### src/rtl/ddi_frame_tx.sv
`default_nettype none
// ============================================================================
// Module      : ddi_frame_tx
// Description : UART transmitter for the DDI link. On start it sends one frame
//               made of the HEADER byte, PAYLOAD_LEN image bytes pulled from a
//               valid/ready stream, and an 8-bit additive checksum of the
//               payload. Each byte is sent as start bit, 8 data bits LSB
//               first and a stop bit.
//               Optional feature macro: DDI_TX_PARITY_EN adds an even-parity
//               bit before the stop bit of every byte.
// Revision    : 1.0 - initial release
// ============================================================================
module ddi_frame_tx #(
  parameter int          CLK_FREQ    = 100_000_000,
  parameter int          BAUD_RATE   = 9600,
  parameter logic [7:0]  HEADER      = 8'hAA,
  parameter int          PAYLOAD_LEN = 4
) (
  input  logic       clk,
  input  logic       rst,
  input  logic       start,
  input  logic [7:0] data_in,
  input  logic       data_valid,
  output logic       data_ready,
  output logic       tx,
  output logic       busy,
  output logic       frame_done
);

  localparam int              c_div       = CLK_FREQ / BAUD_RATE;
  localparam int              c_cw        = (c_div > 1) ? $clog2(c_div) : 1;
  localparam logic [c_cw-1:0] c_baud_last = c_cw'(c_div - 1);
`ifdef DDI_TX_PARITY_EN
  localparam int              c_nbits     = 11;
`else
  localparam int              c_nbits     = 10;
`endif
  // Bits still to go after the start bit: data (+ parity) + stop
  localparam int              c_sw        = c_nbits - 1;
  localparam logic [3:0]      c_last_bit  = 4'(c_nbits - 1);
  localparam logic [8:0]      c_len       = 9'(PAYLOAD_LEN);

  localparam logic [1:0] c_st_idle = 2'd0;
  localparam logic [1:0] c_st_hdr  = 2'd1;
  localparam logic [1:0] c_st_pay  = 2'd2;
  localparam logic [1:0] c_st_csum = 2'd3;

  logic [1:0]      r_state;
  logic [1:0]      w_next;
  logic            r_ser_busy;
  logic [c_cw-1:0] r_baud;
  logic [3:0]      r_bit;
  logic [c_sw-1:0] r_shift;
  logic            r_tx;
  logic [7:0]      r_csum;
  logic [8:0]      r_cnt;
  logic            r_frame_done;

  logic            w_load;
  logic [7:0]      w_load_byte;
  logic            w_accept;
  logic            w_bit_end;
  logic            w_stop_end;
  logic [c_sw-1:0] w_frame;

  assign w_bit_end  = r_ser_busy && (r_baud == c_baud_last);
  assign w_stop_end = w_bit_end && (r_bit == c_last_bit);

  // Bits shifted out after the start bit; a 1 fill keeps the line idle high
`ifdef DDI_TX_PARITY_EN
  assign w_frame = {1'b1, ^w_load_byte, w_load_byte};
`else
  assign w_frame = {1'b1, w_load_byte};
`endif

  assign tx         = r_tx;
  assign frame_done = r_frame_done;

  // Frame state register
  always_ff @(posedge clk or posedge rst) begin
    if (rst) r_state <= c_st_idle;
    else     r_state <= w_next;
  end

  // Frame sequencing: header, payload bytes, checksum
  always_comb begin
    w_next = r_state;
    case (r_state)
      c_st_idle: if (start)                            w_next = c_st_hdr;
      c_st_hdr:  if (w_stop_end)                       w_next = c_st_pay;
      c_st_pay:  if (!r_ser_busy && (r_cnt == c_len))  w_next = c_st_csum;
      c_st_csum: if (w_stop_end)                       w_next = c_st_idle;
      default:                                         w_next = c_st_idle;
    endcase
  end

  // Stream handshake and serializer load selection for each state
  always_comb begin
    busy        = (r_state != c_st_idle);
    data_ready  = (r_state == c_st_pay) && !r_ser_busy && (r_cnt != c_len);
    w_accept    = data_ready && data_valid;
    w_load      = 1'b0;
    w_load_byte = HEADER;
    case (r_state)
      c_st_idle: w_load = start;
      c_st_pay: begin
        if (!r_ser_busy && (r_cnt == c_len)) begin
          w_load      = 1'b1;
          w_load_byte = r_csum;
        end else if (w_accept) begin
          w_load      = 1'b1;
          w_load_byte = data_in;
        end
      end
      default: w_load = 1'b0;
    endcase
  end

  // Serializer: a load drives the start bit at once and restarts the bit timer
  always_ff @(posedge clk or posedge rst) begin
    if (rst) begin
      r_ser_busy <= 1'b0;
      r_baud     <= '0;
      r_bit      <= 4'd0;
      r_shift    <= '1;
      r_tx       <= 1'b1;
    end else if (w_load) begin
      r_ser_busy <= 1'b1;
      r_baud     <= '0;
      r_bit      <= 4'd0;
      r_shift    <= w_frame;
      r_tx       <= 1'b0;
    end else if (r_ser_busy) begin
      if (r_baud == c_baud_last) begin
        r_baud <= '0;
        if (r_bit == c_last_bit) begin
          // Stop bit finished; stay idle-high for at least one clock
          r_ser_busy <= 1'b0;
          r_tx       <= 1'b1;
        end else begin
          r_bit   <= r_bit + 4'd1;
          r_tx    <= r_shift[0];
          r_shift <= {1'b1, r_shift[c_sw-1:1]};
        end
      end else begin
        r_baud <= r_baud + c_cw'(1);
      end
    end
  end

  // Payload byte count and running checksum, cleared when a frame begins
  always_ff @(posedge clk or posedge rst) begin
    if (rst) begin
      r_csum <= 8'd0;
      r_cnt  <= 9'd0;
    end else if ((r_state == c_st_idle) && start) begin
      r_csum <= 8'd0;
      r_cnt  <= 9'd0;
    end else if (w_accept) begin
      r_csum <= r_csum + data_in;
      r_cnt  <= r_cnt + 9'd1;
    end
  end

  // Completion pulse coincides with busy dropping
  always_ff @(posedge clk or posedge rst) begin
    if (rst) r_frame_done <= 1'b0;
    else     r_frame_done <= (r_state == c_st_csum) && w_stop_end;
  end

endmodule
`default_nettype wire
### config.mk
export PLATFORM = sky130hd
export DESIGN_NAME = ddi_frame_tx
export DESIGN_NICKNAME = d
export VERILOG_FILES = /design/src/rtl/ddi_frame_tx.sv
export SDC_FILE = /design/constraint.sdc
export NUM_CORES = 1
export LEC_CHECK = 0
export ABC_AREA = 1
export CAP_MARGIN = 40
export CORE_UTILIZATION = 57
export CTS_BUF_LIST = sky130_fd_sc_hd__clkbuf_4 sky130_fd_sc_hd__clkbuf_8
export CTS_CLUSTER_SIZE = 16
export DETAILED_ROUTE_END_ITERATION = 10
export PLACE_DENSITY = 0.79
export REMOVE_ABC_BUFFERS = 1
export SLEW_MARGIN = 40
export SYNTH_ARGS = -nofsm -noshare
export SYNTH_HDL_FRONTEND = slang
export SYNTH_SLANG_ARGS = --single-unit
### constraint.sdc
create_clock -name clk -period 1.75 [get_ports clk]
set_input_delay 0.35 -clock clk [delete_from_list [all_inputs] [get_ports clk]]
set_output_delay 0.35 -clock clk [all_outputs]
set_load 0.005 [all_outputs]
==> run_1/clk_routes.png <==
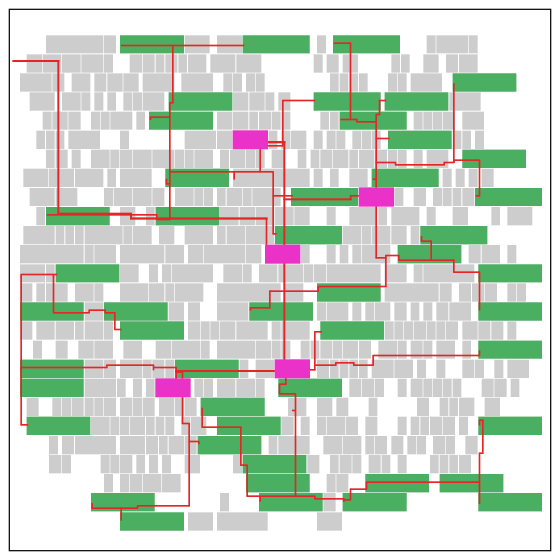
- clock drivers: magenta (count 5)
- flip-flops: green (count 48)
- clock wires: red (length 619 µm)
- flops lie: spread over the die
- routed clock nets: 6

==> run_1/power_grid.png <==
The bar under the picture is 20 µm long. Pins as bars on the die edge. Tap cells in grey.
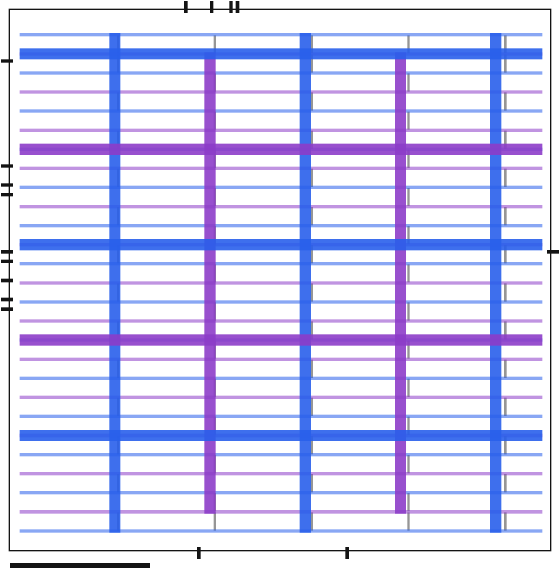
- VDD: purple
- VSS: blue
- tap cells: 70
- met1 rails: 27
- met5 straps: 5
- rows: 26
Die H: 76.98 µm
peak supply drop: 0.5738 mV

==> run summary, run 1 <==
Outcome: complete, no violations
Clk buf depth: 2
Unique masters post-synth: 37
CTS sink cnt: 48
# Cells Yosys: 433
CP max-delay cell: dfrtp_1
Initial antenna violation count: 0
Layout area overhead: 24.91%
First-pass DRT Iterations: 6
Final Non-Filler Cells: 566
Delay-heaviest family, CP: flip-flops
CP dominant cell by count: nand2_2
Worst reg2reg path depth: 12
Vias in the first global route: 2836
Synth warn: 0
Die span in x: 76.98 µm
Seq cells post-synth: 48
DPL Wire Length: 5317 µm
First-pass GRT wire length: 12480 µm
Final WL: 7990 µm
Placement Rows: 26
Pre-CTS setup slack: -294.3 ps
ANT nets after route: 0
H-tree Lvls: 2
Top-area cell share: 30.46%
Achievable Freq: 575.1 MHz
Max transition margin: 72.62%
Clk pwr share: 20.5%
Worst-skew pair later-pin latency: 300 ps
Vias: 3088
Final Hold Viols: 0
Reg power frac: 38.3%
DP Cell Count: 548
GR met3 Demand/Resource: 3.810%
Initial Utilization: 60.80%
Internal reg-to-reg setup slack: 40 ps
MaxCap Viol Count: 0
Initial drt markers: 271
==> run_1/congestion.png <==
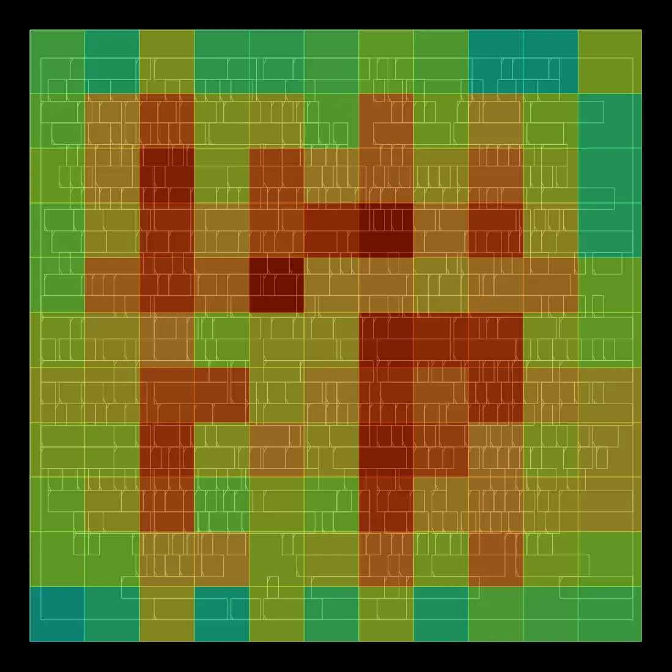
Top Usage Layer GRT: met2
DR WL/cell: 14.12 µm

## run 1: Yosys cell counts
library cell,number
nand2_1,132
nand3_1,32
or2_0,3
xnor2_1,3
buf_4,4
nor3_1,10
buf_2,1
inv_1,41
o31ai_1,2
nor2_2,1
nand2_2,4
a21oi_2,1
nand3_4,1
a21oi_1,8
nor3_2,2
o22ai_1,1
nand4_1,17
clkbuf_1,2
or2_2,4
a31oi_1,2
o21ai_0,9
ha_1,16
a22o_1,1
nor2_4,2
xor2_1,10
nor2_1,39
o21a_1,1
inv_2,10
buf_6,2
o21ai_1,18
o31ai_4,1
fa_1,1
a21oi_4,1
dfrtp_1,39
a31oi_4,1
dfstp_2,9
a21o_1,2
## run 1: state kept, by name (all words and copies together), names as in the netlist
| name | count |
|---|---|
| r_csum | 8 |
| tx | 1 |
| r_ser_busy | 1 |
| r_state | 2 |
| r_shift | 8 |
| frame_done | 1 |
| r_bit | 4 |
| r_cnt | 9 |
| r_baud | 14 |
## run 1: worst register-to-register path: stages, from the launching register on
cell and delay [ps]:
dfrtp_1 400, inv_2 90, ha_4 130, nand2_2 50
nor2_2 120, nand2_2 100, nand2_2 120, nand2_2 100
nand2_4 130, nor2_1 50, buf_4 160, a21oi_1 120
nor2_1 60
## run 1: per-stage QoR
step / hold slack [ps] / util, %
2_1_floorplan: 440.5 / -
3_3_place_gp: 447.9 / 69.87
3_5_place_dp: 451.8 / 69.87
4_1_cts: 410.8 / 72.27
5_1_grt: 424.7 / 75.95
6_report: 396.0 / 75.95
## run 1: cells by family (layout without fill, tap and decap cells)
kind of cell,Yosys count,in the layout,share of synthesized area [%]
xor+xnor,13,13,3.553
buf+inv,60,122,8.005
fa+ha+maj,17,17,6.872
simple gates,247,247,34.13
flops,48,48,37.84
compound gates,48,49,9.606
## run 1: what timing repair did
action,CTS,global route
gates cloned,0,2
pin swaps,1,13
hold endpoints to repair,0,0
buffers inserted,1,7
resized,10,34
endpoints found under the setup margin,10,35
## run 1: power by group through the flow
stage | Combinational [mW] | Sequential, mW | Clock (mW)
final | 1.65 | 1.54 | 0.825
after CTS | 1.44 | 1.54 | 0.832
after global placement | 1.35 | 1.55 | 0
after global routing | 1.84 | 1.57 | 0.890
after floorplan | 0.903 | 1.54 | 0
after detailed placement | 1.40 | 1.56 | 0
## run 1: cell usage in the layout, fill, tap and decap left out, drive strengths merged, types with 9 or more instances in the layout
cell	synthesis	routed
a21oi	10	10
buf	7	48
clkdlybuf4s50	0	12
dfrtp	39	39
dfstp	9	9
ha	16	16
inv	51	51
nand2	136	136
nand3	33	33
nand4	17	17
nor2	42	42
nor3	12	12
o21ai	27	27
xor2	10	10
## run 1: routing by layer
metal  wire, µm  share of wire (%)
met4        115                1.4
met3        391                4.9
met5          0                  0
met1       3360                 42
met2       4123                 52
## run 1: final cells by class
cell class              instances  area (µm²)
multi-input cells             326        1847
fillers                       362        1267
flip-flops and latches         48        1212
repair buffers                 63       548.0
inverters                      51       196.4
well taps                      70       87.58
clock buffers                   6       76.32
clock inverters                 2       35.03
==> run 1 -> run 2 <==
- SKIP_CTS_REPAIR_TIMING: unset -> 1
==> run_2/placement_by_type.png <==
The bar under the picture is 20 µm long.
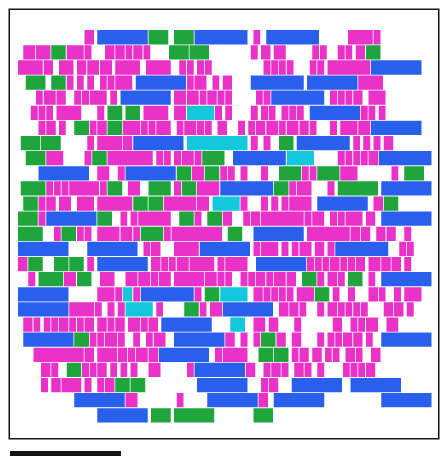
- other buffers and delay cells: green (cells 61)
- clock drivers and dummy loads: cyan (cells 8)
- flops: blue (cells 48)
- combinational and other logic: magenta (cells 377)
Placement Rows: 26
final core utilization: 75.57%
Layout Cell Area excl Fill: 0.003983 mm²
sequential cell area share: 30.47%
CORE AREA: 0.005270 mm²

==> run summary, run 2 <==
Outcome: finished with violations
Failing checks: setup timing
Layout area overhead: 24.29%
First-pass GRT wire length: 12390 µm (-0.67%)
Max transition margin: 72.65% (about the same)
Worst setup margin: -5.353 ps
FA/HA/MAJ Cells, Area Fraction: 6.872% (unchanged)
Commonest flop: dfrtp_1
XOR Share, Synth: 3.553% (unchanged)
Seq cells post-synth: 48 (unchanged)
Achievable Freq: 569.7 MHz (-0.94%)
Final Hold Viols: 0 (unchanged)
AO/OA Area Share: 9.606% (unchanged)
Setup violators final: 1
DPL Wire Length: 5317 µm (unchanged)
CTS sink cnt: 48 (unchanged)
H-tree Lvls: 2 (unchanged)
DP Cell Count: 548 (unchanged)
CP max-delay cell: dfrtp_1
Top-area cell share: 30.46% (unchanged)
# Cells Yosys: 433 (unchanged)
Die span in x: 76.98 µm (unchanged)
Initial drt markers: 242 (-11%)
DR WL/cell: 13.81 µm (-2.2%)
Synth warn: 0 (unchanged)
Post-synth EDFFs: 0 (unchanged)
Mux share: 0% (unchanged)
CP dominant cell by count: nand2_2
Dominant logic cell types in the final layout: nand2_1, buf_4, dfrtp_1, nor2_1, inv_1
Final Non-Filler Cells: 564 (-0.35%)
Post-synth top cells: nand2_1, inv_1, dfrtp_1, nor2_1, nand3_1
Reg power frac: 39.0% (+0.7 points)
Reg with most FFs: r_baud
Clk pwr share: 20.7% (+0.2 points)
Pre-CTS setup slack: -294.3 ps (unchanged)
Initial antenna violation count: 0 (unchanged)
Biggest regs: r_baud x14, r_cnt x9
Final WL: 7788 µm (-2.5%)
Peak supply drop: 0.5360 mV (-6.6%)
Main logic family: simple AND/OR/NAND/NOR gates
Synth Area in Simple Gates: 34.13% (unchanged)
Worst-skew pair later-pin latency: 310 ps (about the same)
Initial Utilization: 60.80% (unchanged)
Ys async rst share: 100.0% (unchanged)
Delay-heaviest family, CP: flip-flops
Vias: 3049 (-1.3%)
ANT nets after route: 0 (unchanged)
-- run 2: cell counts after synthesis --
Identical to the previous run, type by type.
-- run 2: worst paths after layout --
check,from,cells past startpoint,slack (ps),to
hold reg to reg,r_shift[2]$_DFFE_PP1P_,2,460,r_shift[2]$_DFFE_PP1P_
hold / removal,rst,3,400,frame_done$_DFF_PP0_
setup / recovery,r_cnt[1]$_DFFE_PP0P_,8,-5,data_ready
max in group asynchronous,rst,3,1060,r_shift[5]$_DFFE_PP1P_
min in group clk,r_shift[2]$_DFFE_PP1P_,2,460,r_shift[2]$_DFFE_PP1P_
setup reg to reg,r_cnt[1]$_DFFE_PP0P_,12,60,r_bit[1]$_DFFE_PP0P_
-- run 2: area by class of cell --
class / instances / area [µm²] / share of cell area [%]
inverters: 51 / 193.9 / 4.870
multi-input cells: 326 / 1829 / 45.93
repair buffers: 61 / 546.8 / 13.73
clock inverters: 2 / 35.03 / 0.8797
clock buffers: 6 / 76.32 / 1.916
flip-flops and latches: 48 / 1214 / 30.47
well taps: 70 / 87.58 / 2.199
-- run 2: logic make-up after synthesis --
group | count (synthesis)
fa+ha+maj | 17
buf+inv | 60
simple gates | 247
compound gates | 48
xor+xnor | 13
flops | 48
-- run 2: through the flow --
stage / cell area (µm²) / util [%] / hold WS, ps
2_1_floorplan: 3139 / - / 440.5
3_3_place_gp: 3682 / 69.87 / 447.9
3_5_place_dp: 3682 / 69.87 / 451.8
4_1_cts: 3794 / 71.98 / 410.8
5_1_grt: 3983 / 75.57 / 424.4
6_report: 3983 / 75.57 / 398.3
-- run 2: worst min-delay path, stage by stage --
cell	delay (ps)
clkdlybuf4s50_1	410
inv_2	70
buf_12	250
-- run 2: power groups by stage --
stage                     logic [mW]  registers [mW]  clock network, mW
after floorplan                0.903            1.54                  0
after global placement          1.35            1.55                  0
after detailed placement        1.40            1.56                  0
after CTS                       1.41            1.54              0.832
after global routing            1.79            1.59              0.888
final                           1.60            1.55              0.825
-- run 2: layer usage --
metal  vias up  share of wire (%)  routed length (µm)  GRT usage [%]
met2        94                 50                3929          45.18
met3        16                4.3                 333          3.810
li1       1525                  -                   -              -
met1      1414                 44                3394          33.44
met5         -                  0                   0              0
met4         0                1.7                 130          8.491
Power is estimated from default activity; no workload was simulated.
